**src/rtl/uart_pkg.sv**
```systemverilog
// Shared definitions for the UART transmit scheduler: FSM state encoding,
// default transmitter timeout and the round-robin pointer step.
package uart_pkg;

  typedef enum logic [2:0] {
    ST_IDLE      = 3'd0,
    ST_ARB       = 3'd1,
    ST_ISSUE     = 3'd2,
    ST_WAIT_BUSY = 3'd3,
    ST_WAIT_DONE = 3'd4
  } state_t;

  localparam logic [15:0] TMO_CYC_DEFAULT = 16'd50000;

  // Channel index following cur, wrapping at n_ch.
  function automatic logic [2:0] next_ch(input logic [2:0] cur, input int unsigned n_ch);
    return ((32'(cur) + 32'd1) >= n_ch) ? 3'd0 : cur + 3'd1;
  endfunction

endpackage

```
**src/rtl/uart_tx_sched_if.sv**
```systemverilog
// Channel request and UART transmitter signals of the scheduler.
// master = scheduler side, slave = channel sources plus transmitter.
interface uart_tx_sched_if #(
  parameter int N_CH = 4
);
  logic [N_CH*8-1:0] ch_data;
  logic [N_CH-1:0]   ch_valid;
  logic [N_CH-1:0]   ch_last;
  logic [N_CH-1:0]   ch_ready;
  logic              tx_busy;
  logic [7:0]        driver_tx_data;
  logic              driver_tx_data_valid;
  logic [2:0]        grant_ch;
  logic              sched_busy;
  logic              err_tmo;

  modport master (
    input  ch_data, ch_valid, ch_last, tx_busy,
    output ch_ready, driver_tx_data, driver_tx_data_valid, grant_ch, sched_busy, err_tmo
  );

  modport slave (
    output ch_data, ch_valid, ch_last, tx_busy,
    input  ch_ready, driver_tx_data, driver_tx_data_valid, grant_ch, sched_busy, err_tmo
  );
endinterface

```
**src/rtl/uart_rr_arb.sv**
```systemverilog
// Combinational round-robin search: first requesting channel at or after ptr.
module uart_rr_arb #(
  parameter int N_CH = 4
) (
  input  logic [N_CH-1:0] req,
  input  logic [2:0]      ptr,
  output logic [2:0]      grant,
  output logic            any_req
);

  always_comb begin
    int   idx;
    logic hit;
    // NOTE: every output gets a default before the search so no latch is inferred.
    grant   = '0;
    any_req = 1'b0;
    idx     = 0;
    hit     = 1'b0;
    for (int i = 0; i < N_CH; i++) begin
      idx = int'(ptr) + i;
      if (idx >= N_CH) idx = idx - N_CH;
      hit = 1'b0;
      for (int j = 0; j < N_CH; j++) begin
        if (j == idx) hit = req[j];
      end
      if (hit && !any_req) begin
        any_req = 1'b1;
        grant   = 3'(idx);
      end
    end
  end

endmodule

```
**src/rtl/uart_tx_sched.sv**
```systemverilog
// Round-robin, packet-locked byte scheduler feeding one UART transmitter.
// Optional transmitter-start timeout: define UART_TX_SCHED_TMO_EN.
module uart_tx_sched
  import uart_pkg::*;
#(
  parameter int          U_DLY   = 1,
  parameter int          N_CH    = 4,
  parameter logic [15:0] TMO_CYC = TMO_CYC_DEFAULT
) (
  input logic             clk_sys,
  input logic             rst,
  uart_tx_sched_if.master bus
);

  if (N_CH < 2 || N_CH > 8 || U_DLY < 0 || TMO_CYC == 16'd0) begin : g_bad_cfg
    $error("uart_tx_sched: unsupported parameter set");
  end

  state_t          state;
  logic [2:0]      rr_ptr;
  logic [2:0]      grant_ch;
  logic [2:0]      arb_grant;
  logic            any_req;
  logic [7:0]      tx_data;
  logic            tx_valid;
  logic            last_q;
  logic            err_q;
  logic            tmo_hit;
  logic            sel_valid;
  logic            sel_last;
  logic [7:0]      sel_data;
  logic [N_CH-1:0] ready;

  uart_rr_arb #(.N_CH(N_CH)) u_arb (
    .req     (bus.ch_valid),
    .ptr     (rr_ptr),
    .grant   (arb_grant),
    .any_req (any_req)
  );

  // Mux the owner channel's inputs and decode its ready from registered state.
  always_comb begin
    sel_valid = 1'b0;
    sel_last  = 1'b0;
    sel_data  = '0;
    ready     = '0;
    for (int i = 0; i < N_CH; i++) begin
      if (grant_ch == 3'(i)) begin
        sel_valid = bus.ch_valid[i];
        sel_last  = bus.ch_last[i];
        sel_data  = bus.ch_data[8*i +: 8];
        ready[i]  = (state == ST_ISSUE);
      end
    end
  end

`ifdef UART_TX_SCHED_TMO_EN
  logic [15:0] tmo_cnt;

  always_ff @(posedge clk_sys or posedge rst) begin
    if (rst)                        tmo_cnt <= '0;
    else if (state != ST_WAIT_BUSY) tmo_cnt <= '0;
    else                            tmo_cnt <= tmo_cnt + 16'd1;
  end

  assign tmo_hit = (tmo_cnt == TMO_CYC);
`else
  assign tmo_hit = 1'b0;
`endif

  always_ff @(posedge clk_sys or posedge rst) begin
    if (rst) begin
      state    <= ST_IDLE;
      rr_ptr   <= '0;
      grant_ch <= '0;
      tx_data  <= '0;
      tx_valid <= 1'b0;
      last_q   <= 1'b0;
      err_q    <= 1'b0;
    end else begin
      // NOTE: non-blocking assignments so every register samples pre-edge values.
      tx_valid <= 1'b0;
      err_q    <= 1'b0;
      case (state)
        ST_IDLE: begin
          if (|bus.ch_valid) state <= ST_ARB;
        end
        ST_ARB: begin
          if (any_req) begin
            grant_ch <= arb_grant;
            state    <= ST_ISSUE;
          end else begin
            state <= ST_IDLE;
          end
        end
        ST_ISSUE: begin
          // Owner keeps the lock while its source stalls.
          if (sel_valid) begin
            tx_data  <= sel_data;
            last_q   <= sel_last;
            tx_valid <= 1'b1;
            state    <= ST_WAIT_BUSY;
          end
        end
        ST_WAIT_BUSY: begin
          if (bus.tx_busy) begin
            state <= ST_WAIT_DONE;
          end else if (tmo_hit) begin
            err_q  <= 1'b1;
            rr_ptr <= next_ch(grant_ch, N_CH);
            state  <= ST_IDLE;
          end
        end
        ST_WAIT_DONE: begin
          if (!bus.tx_busy) begin
            if (last_q) begin
              rr_ptr <= next_ch(grant_ch, N_CH);
              state  <= ST_ARB;
            end else begin
              state <= ST_ISSUE;
            end
          end
        end
        default: state <= ST_IDLE;
      endcase
    end
  end

  assign bus.ch_ready             = ready;
  assign bus.driver_tx_data       = tx_data;
  assign bus.driver_tx_data_valid = tx_valid;
  assign bus.grant_ch             = grant_ch;
  assign bus.sched_busy           = (state != ST_IDLE);
  assign bus.err_tmo              = err_q;

endmodule

```
**src/flat_wrapper.sv**
```systemverilog
// flat-port wrapper written by rule: the top's interface ports become plain ports
module uart_tx_sched_flat import uart_pkg::*;
#(
  parameter int          U_DLY   = 1,
  parameter int          N_CH    = 4,
  parameter logic [15:0] TMO_CYC = TMO_CYC_DEFAULT
)
  (clk_sys, rst, bus_ch_data, bus_ch_valid, bus_ch_last, bus_tx_busy, bus_ch_ready, bus_driver_tx_data, bus_driver_tx_data_valid, bus_grant_ch, bus_sched_busy, bus_err_tmo);
  uart_tx_sched_if #(.N_CH(N_CH)) bus_i ();
  input logic clk_sys;
  input logic rst;
  input wire logic [$bits(bus_i.ch_data)-1:0] bus_ch_data;
  input wire logic [$bits(bus_i.ch_valid)-1:0] bus_ch_valid;
  input wire logic [$bits(bus_i.ch_last)-1:0] bus_ch_last;
  input wire logic [$bits(bus_i.tx_busy)-1:0] bus_tx_busy;
  output wire logic [$bits(bus_i.ch_ready)-1:0] bus_ch_ready;
  output wire logic [$bits(bus_i.driver_tx_data)-1:0] bus_driver_tx_data;
  output wire logic [$bits(bus_i.driver_tx_data_valid)-1:0] bus_driver_tx_data_valid;
  output wire logic [$bits(bus_i.grant_ch)-1:0] bus_grant_ch;
  output wire logic [$bits(bus_i.sched_busy)-1:0] bus_sched_busy;
  output wire logic [$bits(bus_i.err_tmo)-1:0] bus_err_tmo;
  assign bus_i.ch_data = bus_ch_data;
  assign bus_i.ch_valid = bus_ch_valid;
  assign bus_i.ch_last = bus_ch_last;
  assign bus_i.tx_busy = bus_tx_busy;
  assign bus_ch_ready = bus_i.ch_ready;
  assign bus_driver_tx_data = bus_i.driver_tx_data;
  assign bus_driver_tx_data_valid = bus_i.driver_tx_data_valid;
  assign bus_grant_ch = bus_i.grant_ch;
  assign bus_sched_busy = bus_i.sched_busy;
  assign bus_err_tmo = bus_i.err_tmo;
  uart_tx_sched #(.U_DLY(U_DLY), .N_CH(N_CH), .TMO_CYC(TMO_CYC)) u_core (.clk_sys(clk_sys), .rst(rst), .bus(bus_i));
endmodule
```
**config.mk**
```make
export PLATFORM = sky130hd
export DESIGN_NAME = uart_tx_sched_flat
export DESIGN_NICKNAME = d
export VERILOG_FILES = /design/src/rtl/uart_pkg.sv /design/src/rtl/uart_tx_sched_if.sv /design/src/rtl/uart_rr_arb.sv /design/src/rtl/uart_tx_sched.sv /design/src/flat_wrapper.sv
export SDC_FILE = /design/constraint.sdc
export NUM_CORES = 1
export LEC_CHECK = 0
export ABC_AREA = 0
export CAP_MARGIN = 40
export CORE_MARGIN = 2
export CORE_UTILIZATION = 55
export CTS_CLUSTER_DIAMETER = 150
export CTS_CLUSTER_SIZE = 20
export DETAILED_ROUTE_END_ITERATION = 6
export DONT_BUFFER_PORTS = 1
export PLACE_DENSITY = 0.7
export SLEW_MARGIN = 5
export SYNTH_ARGS = -nofsm -noshare
export SYNTH_HDL_FRONTEND = slang
export SYNTH_SLANG_ARGS = --single-unit
```
**constraint.sdc**
```tcl
create_clock -name clk_sys -period 6.1 [get_ports clk_sys]
set_input_delay 1.22 -clock clk_sys [delete_from_list [all_inputs] [get_ports clk_sys]]
set_output_delay 1.22 -clock clk_sys [all_outputs]
set_load 0.1 [all_outputs]
```
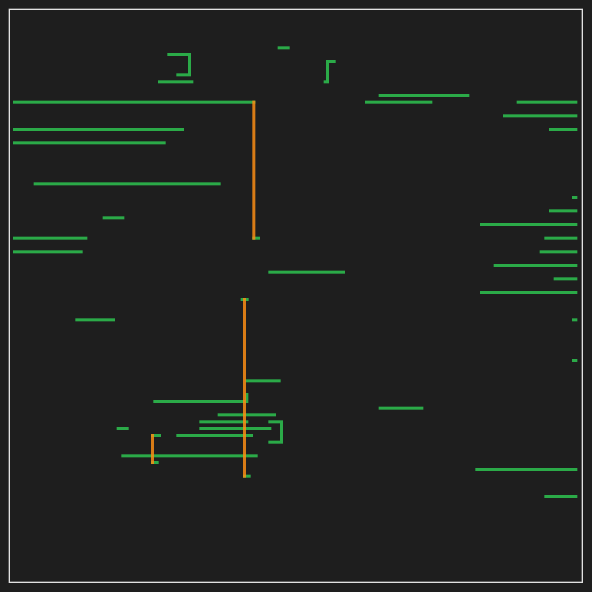
(run_1/wires.png)
(10 px per um) Two of the layers only.
[green] metal 3 | wire length: 257 um
[orange] metal 4 | wire length: 34.0 um

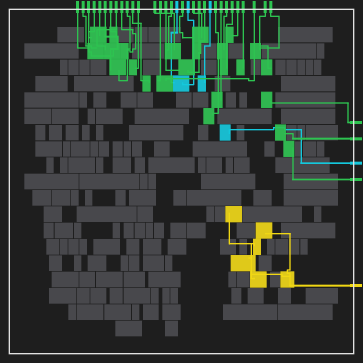
(run_1/io_fan.png)
(6 px per um)
[green] bus_ch_data | direction: input | edge: 29 top, 3 right | end cells: 24 | buffers: 0 | wire: 347 um
[cyan] bus_ch_last | direction: input | edge: 3 top, 1 right | end cells: 3 | buffers: 0 | wire: 67.9 um
[yellow] bus_tx_busy | direction: input | edge: right | end cells: 6 | buffers: 0 | wire: 46.8 um

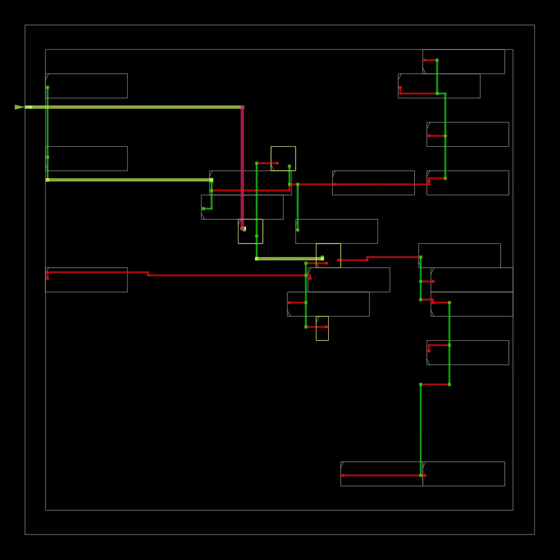
(run_1/clocks.png)
Layout Skew: 0.00683 ns
Seq cells: 19
Clock buffer cells: 4

==> flow_metrics.tcl, run 1 <==
# yosys + openroad results
set metrics [dict create \
    ys.flops 19 \
    layout.cells.non_filler 232 \
    cp-start-kind "register" \
    endpoint_kind "output pin" \
    wl_met2_mm 2.13 \
    place_inst 228 \
    fp_nets 246 \
    cp_data_arrival_time_ns 2.27 \
    grt_pass1_wl_mm 6.63 \
    antenna_left 0 \
    synth_seq_share_pct 30.6 \
    status "completed" \
    route.top_layer_used "met4" \
    place_hpwl_mm 3.33 \
    num_rows 19 \
    top_cells_by_area "dfrtp_1 31%, ha_1 9.7%, a21oi_1 7.4%" \
    max_slew_margin_pct 40.2 \
    slew_violations 0 \
    largest_area_cell "dfrtp_1" \
    num_vias 1522 \
    cp_data_required_time_ns 4.88 \
    port_buffers 0 \
    synth-main-ff-cell "dfrtp_1" \
    ys_area_um2 1550 \
    n_fill_cell 227 \
    grt_pass1_vias 1451 \
    timing.fmax_mhz 286 \
    wl_mm 4.16 \
    fin_nets 257 \
    cts_buffers 3 \
    cap_violations 0 \
    ys_warn_count 0 \
    r2r_cells 8 \
    cts-root-buf "clkbuf_4" \
    die_h_um 57.2 \
]
==> run 1: synthesized netlist by cell type, types with 2 or more instances <==
master / n
ha_1: 12
o41ai_1: 2
a211oi_1: 10
o21ai_0: 6
nor2_1: 29
nand3b_1: 4
a22oi_1: 10
nand2_1: 18
and2_1: 2
o21ai_1: 2
a21oi_1: 23
nor2b_1: 5
o22ai_1: 2
dfrtp_1: 19
inv_1: 9
clkbuf_1: 4
a31oi_1: 2
nand2b_1: 2
a221oi_1: 2
==> run 1: through the flow <==
step / setup slack, ns / instance area (um^2)
floorplan: 1.59 / 1550
global placement: 2.11 / 1570
detailed placement: 2.95 / 1800
CTS: 2.61 / 1830
global route: 2.48 / 1830
finish: 2.61 / 1830
==> run 1: flip-flops by register name, summed over array words and instances (netlist names) <==
name	count
u_core.bus.driver_tx_data_valid	1
u_core.bus.driver_tx_data	8
u_core.state	3
u_core.rr_ptr	3
u_core.last_q	1
u_core.bus.grant_ch	3
==> run 1: cells by family after synthesis <==
kind of cell	after synthesis	share of synthesized area (%)
AOI/OAI and AO/OA	74	33.7
DFF	19	30.6
adders and majority gates	12	9.66
and+or+nand+nor	69	21.6
buffers and inverters	16	4.19
other	1	0.241
==> run 1: metal layers <==
layer  up-vias  GRT usage [%]
met5         -              0
met4         0           7.31
met3         6           5.44
met2        65           43.2
met1       730           32.6
li1        721              -
==> run 1: cell type report <==
cell class	count	share of cell area [%]
repair buffers	13	12.6
inverters	9	1.85
flip-flops and latches	19	26.0
clock buffers	4	1.44
well taps	31	2.12
multi-input cells	156	56.0
==> run 1: worst max-delay path, cell delays in order (launching register included) <==
cell	delay [ns]
dfrtp_1	0.45
buf_2	0.17
inv_1	0.11
ha_1	0.23
nor2b_1	0.53
nor2b_2	0.28
buf_8	0.21
==> run 1: path summary, 6_finish.rpt <==
path | slack, ns | endpoint | start
max reg2reg | 3.43 | u_core.state[1] | u_core.rr_ptr[1]
max | 2.61 | bus_ch_ready[1] | u_core.bus.grant_ch[1]
max in group asynchronous | 4.73 | u_core.bus.grant_ch[1] | rst
min reg2reg | 0.60 | u_core.state[0] | u_core.state[0]
min in group asynchronous | 0.91 | u_core.state[0] | rst
min | 0.60 | u_core.state[0] | u_core.state[0]
==> run 1: cell usage in the layout, fill, tap and decap left out, types with 2 or more instances in the layout <==
cell | netlist | layout
a211oi_1 | 10 | 10
a21oi_1 | 23 | 23
a221oi_1 | 2 | 2
a22oi_1 | 10 | 10
a31oi_1 | 2 | 2
and2_1 | 2 | 2
buf_16 | 0 | 5
buf_2 | 1 | 2
buf_8 | 0 | 5
clkbuf_4 | 0 | 3
dfrtp_1 | 19 | 19
ha_1 | 12 | 12
inv_1 | 9 | 9
nand2_1 | 18 | 18
nand2b_1 | 2 | 2
nand3b_1 | 4 | 4
nor2_1 | 29 | 26
nor2_2 | 0 | 3
nor2b_1 | 5 | 4
o21ai_0 | 6 | 6
o21ai_1 | 2 | 2
o22ai_1 | 2 | 2
o41ai_1 | 2 | 2
==> inputs of run 2 (changes only) <==
Settings changed: PLACE_DENSITY 0.7 to 0.73.
Clock period 6.1 ns to 3 ns, I/O delays scaled along.
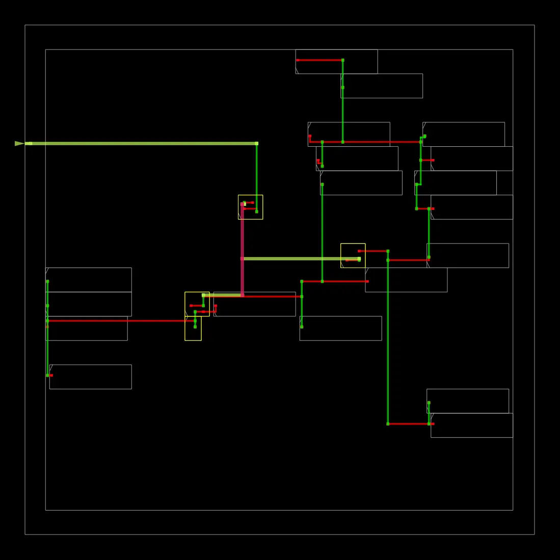
(run_2/clocks.png)
Layout Skew: 0.00508 ns
CTS buffer count: 3
clock tree sinks: 19
Clock buffer cells: 3

==> run 2 against run 1 <==
Compared with the run above:
- core utilization shrank 1.9 points
- routed wire length shrank 8.2%
- register-to-register slack lost 3.0 ns
- setup slack lost 2.2 ns
- clock-buffer cell count shrank 1
- final cell count is the same
- critical path depth shrank 1
- critical endpoint unchanged
==> flow_metrics.tcl, run 2 <==
# yosys + openroad results
set metrics [dict create \
    status "completed" \
    cp_cell_sequence "ha_1, nor2b_1, buf_4, nor2b_2, buf_12" \
    largest_reg_flops 8 \
    slowest_delay_ns 0.72 \
    cts-root-buf "clkbuf_4" \
    setup_ws_ns 0.373 \
    ys_area_um2 1550 \
    design_area_um2 1780 \
    final_cell_mix "26 x nor2_1, 23 x a21oi_1, 18 x nand2_1" \
    final_common_cell "nor2_1" \
    top_cell "nor2_1" \
    cap_violations 0 \
    place_area_um2 1750 \
    top_cells_by_area "dfrtp_1 31%, ha_1 9.7%, a21oi_1 7.4%" \
    top_cells_by_count "29 x nor2_1, 23 x a21oi_1, 19 x dfrtp_1" \
    num_vias 1487 \
    die_h_um 57.2 \
    cpMaxStageDelayCell "dfrtp_2" \
    antenna_left 0 \
    fin_nets 257 \
    max_slew_margin_pct 39.2 \
    place_hpwl_mm 3.06 \
    endpoint_kind "output pin" \
    grt_pass1_vias 1311 \
    ys.flops 19 \
    cp-start-kind "register" \
    cp_data_arrival_time_ns 2.03 \
    ys_warn_count 0 \
    cp_data_required_time_ns 2.40 \
    timing.fmax_mhz 381 \
    synth_seq_share_pct 30.6 \
    largest_area_cell "dfrtp_1" \
    num_rows 19 \
    wl_mm 3.82 \
]
[run 2: cell counts after synthesis]
Identical to the previous run, type by type.
[run 2: layout make-up]
type / count / area [um^2]
clock buffers: 3 / 22.5
fillers: 226 / 933
repair buffers: 13 / 170
well taps: 31 / 38.8
flip-flops and latches: 19 / 478
clock inverters: 1 / 5.00
multi-input cells: 156 / 1030
inverters: 9 / 33.8
[run 2: critical path, delay by kind of cell, from the launching register on]
kind | cells | cell delay, ns
AND/OR/NAND/NOR | 2 | 0.33
buffers and inverters | 2 | 0.36
adder cells (fa/ha/maj) | 1 | 0.31
flip-flops | 1 | 0.72
[run 2: final timing paths]
kind	from	endpoint	slack, ns	cells past startpoint
worst min register to register	u_core.rr_ptr[2]	u_core.rr_ptr[2]	0.59	1
worst max-delay path	u_core.bus.grant_ch[0]	bus_ch_ready[1]	0.37	5
max in group asynchronous	rst	u_core.bus.grant_ch[0]	2.24	1
min in group clk_sys	bus_tx_busy	u_core.state[2]	0.44	1
worst min-delay path	rst	u_core.bus.driver_tx_data[6]	0.28	1
worst max register to register	u_core.rr_ptr[1]	u_core.state[1]	0.39	8
[run 2: per-stage QoR]
step / std cells / util, %
CTS: 232 / 65.6
global route: 232 / 65.6
floorplan: 191 / -
global placement: 224 / 61.7
finish: 232 / 65.6
detailed placement: 228 / 64.5
[run 2: per-layer routing]
layer	vias to the layer above	routed length, um	track usage [%]
li1	726	-	-
met1	688	1720	34.3
met3	3	296	5.90
met2	70	1790	37.1
met5	-	0	0
met4	0	10	3.65
[run 2: kinds of logic (layout without fill, tap and decap cells)]
| logic type | Yosys count | after routing | share of synthesized area, % |
|---|---|---|---|
| other | 1 | 1 | 0.241 |
| and+or+nand+nor | 69 | 69 | 21.6 |
| AOI/OAI and AO/OA | 74 | 74 | 33.7 |
| adders and majority gates | 12 | 12 | 9.66 |
| DFF | 19 | 19 | 30.6 |
| buffers and inverters | 16 | 26 | 4.19 |
==> inputs of run 3 (changes only) <==
Settings changed: HOLD_SLACK_MARGIN set to 0.02, PLACE_DENSITY 0.73 to 0.84, SLEW_MARGIN 5 to unset.
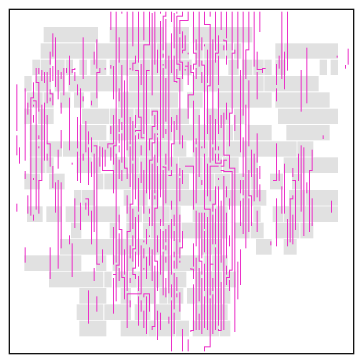
(run_3/layer_met2.png)
(6 px per um) Cells faint in the background.
nets with wire on the layer: 218
longest straight run: 29.2 um

==> run 3 against run 2 <==
Compared with the run above:
- clock skew is 0.0012 ns lower
- final area is 3.5% higher
- final cell count is 1.3% higher
- global-route usage is 3.3 points higher
- critical path type is now reg2reg
- critical endpoint is now u_core.state[1]
- highest routed layer unchanged
==> flow_metrics.tcl, run 3 <==
# yosys + openroad results
set metrics [dict create \
    final_cell_mix "26 x nor2_1, 23 x a21oi_1, 18 x nand2_1" \
    antenna_left 0 \
    wl_met2_mm 2.11 \
    top_cells_by_area "dfrtp_1 31%, ha_1 9.7%, a21oi_1 7.4%" \
    route.top_layer_used "met4" \
    ys_warn_count 0 \
    place_inst 230 \
    place_hpwl_mm 3.32 \
    largest_area_cell "dfrtp_1" \
    wl_met3_um 371 \
    status "completed" \
    synth-main-ff-cell "dfrtp_1" \
    cp_data_required_time_ns 3.20 \
    layout.cells.non_filler 235 \
    top_cells_by_count "29 x nor2_1, 23 x a21oi_1, 19 x dfrtp_1" \
    ys_area_um2 1550 \
    r2r_cells 8 \
    timing.fmax_mhz 376 \
    grt_pass1_vias 1419 \
    r2r_setup_slack_ns 0.34 \
    wl_mm 4.26 \
    top_cell "nor2_1" \
    cp_data_arrival_time_ns 2.86 \
    clock_sinks 19 \
    synth_seq_share_pct 30.6 \
    cts_buffers 3 \
]
## run 3: worst max-delay path, stage by stage (launching register included)
cell and delay [ns]:
dfrtp_1 0.55, inv_1 0.17, ha_1 0.32, a211oi_2 0.30, a211oi_1 0.21, a311o_1 0.34
o31ai_4 0.33, o21ai_2 0.09, a22o_1 0.23
## run 3: cells by family after synthesis
family | synth area share (%)
AOI/OAI and AO/OA | 33.7
adders and majority gates | 9.66
buffers and inverters | 4.19
DFF | 30.6
other | 0.241
and+or+nand+nor | 21.6
## run 3: routing by layer
metal,up-vias,GRT usage (%)
li1,734,-
met5,-,0
met3,20,6.35
met2,92,45.5
met4,0,7.97
met1,745,34.8
## run 3: worst max path at each step
stage	start	end	depth (start not counted)
floorplan	u_core.bus.grant_ch[2]	bus_ch_ready[3]	6
global placement	u_core.rr_ptr[0]	u_core.state[1]	8
global route	u_core.rr_ptr[0]	u_core.state[1]	8
finish	u_core.rr_ptr[0]	u_core.state[1]	8
detailed placement	u_core.rr_ptr[0]	u_core.state[1]	8
CTS	u_core.rr_ptr[0]	u_core.state[1]	8
## run 3: area by class of cell
type,count,area (um^2),area share (%)
Timing Repair Buffer,16,233,12.7
Multi-Input combinational cell,156,1030,56.0
Inverter,9,33.8,1.84
Sequential cell,19,478,26.0
Clock buffer,4,26.3,1.43
Tap cell,31,38.8,2.11
## run 3: stage by stage
| step | cell area [um^2] | worst slack (ns) | utilization [%] |
|---|---|---|---|
| final | 1840 | 0.339 | 67.8 |
| after global routing | 1840 | 0.246 | 67.8 |
| after CTS | 1810 | 0.402 | 66.8 |
| after detailed placement | 1780 | 0.421 | 65.8 |
| after global placement | 1690 | 0.650 | 62.2 |
| after floorplan | 1570 | 0.0557 | - |
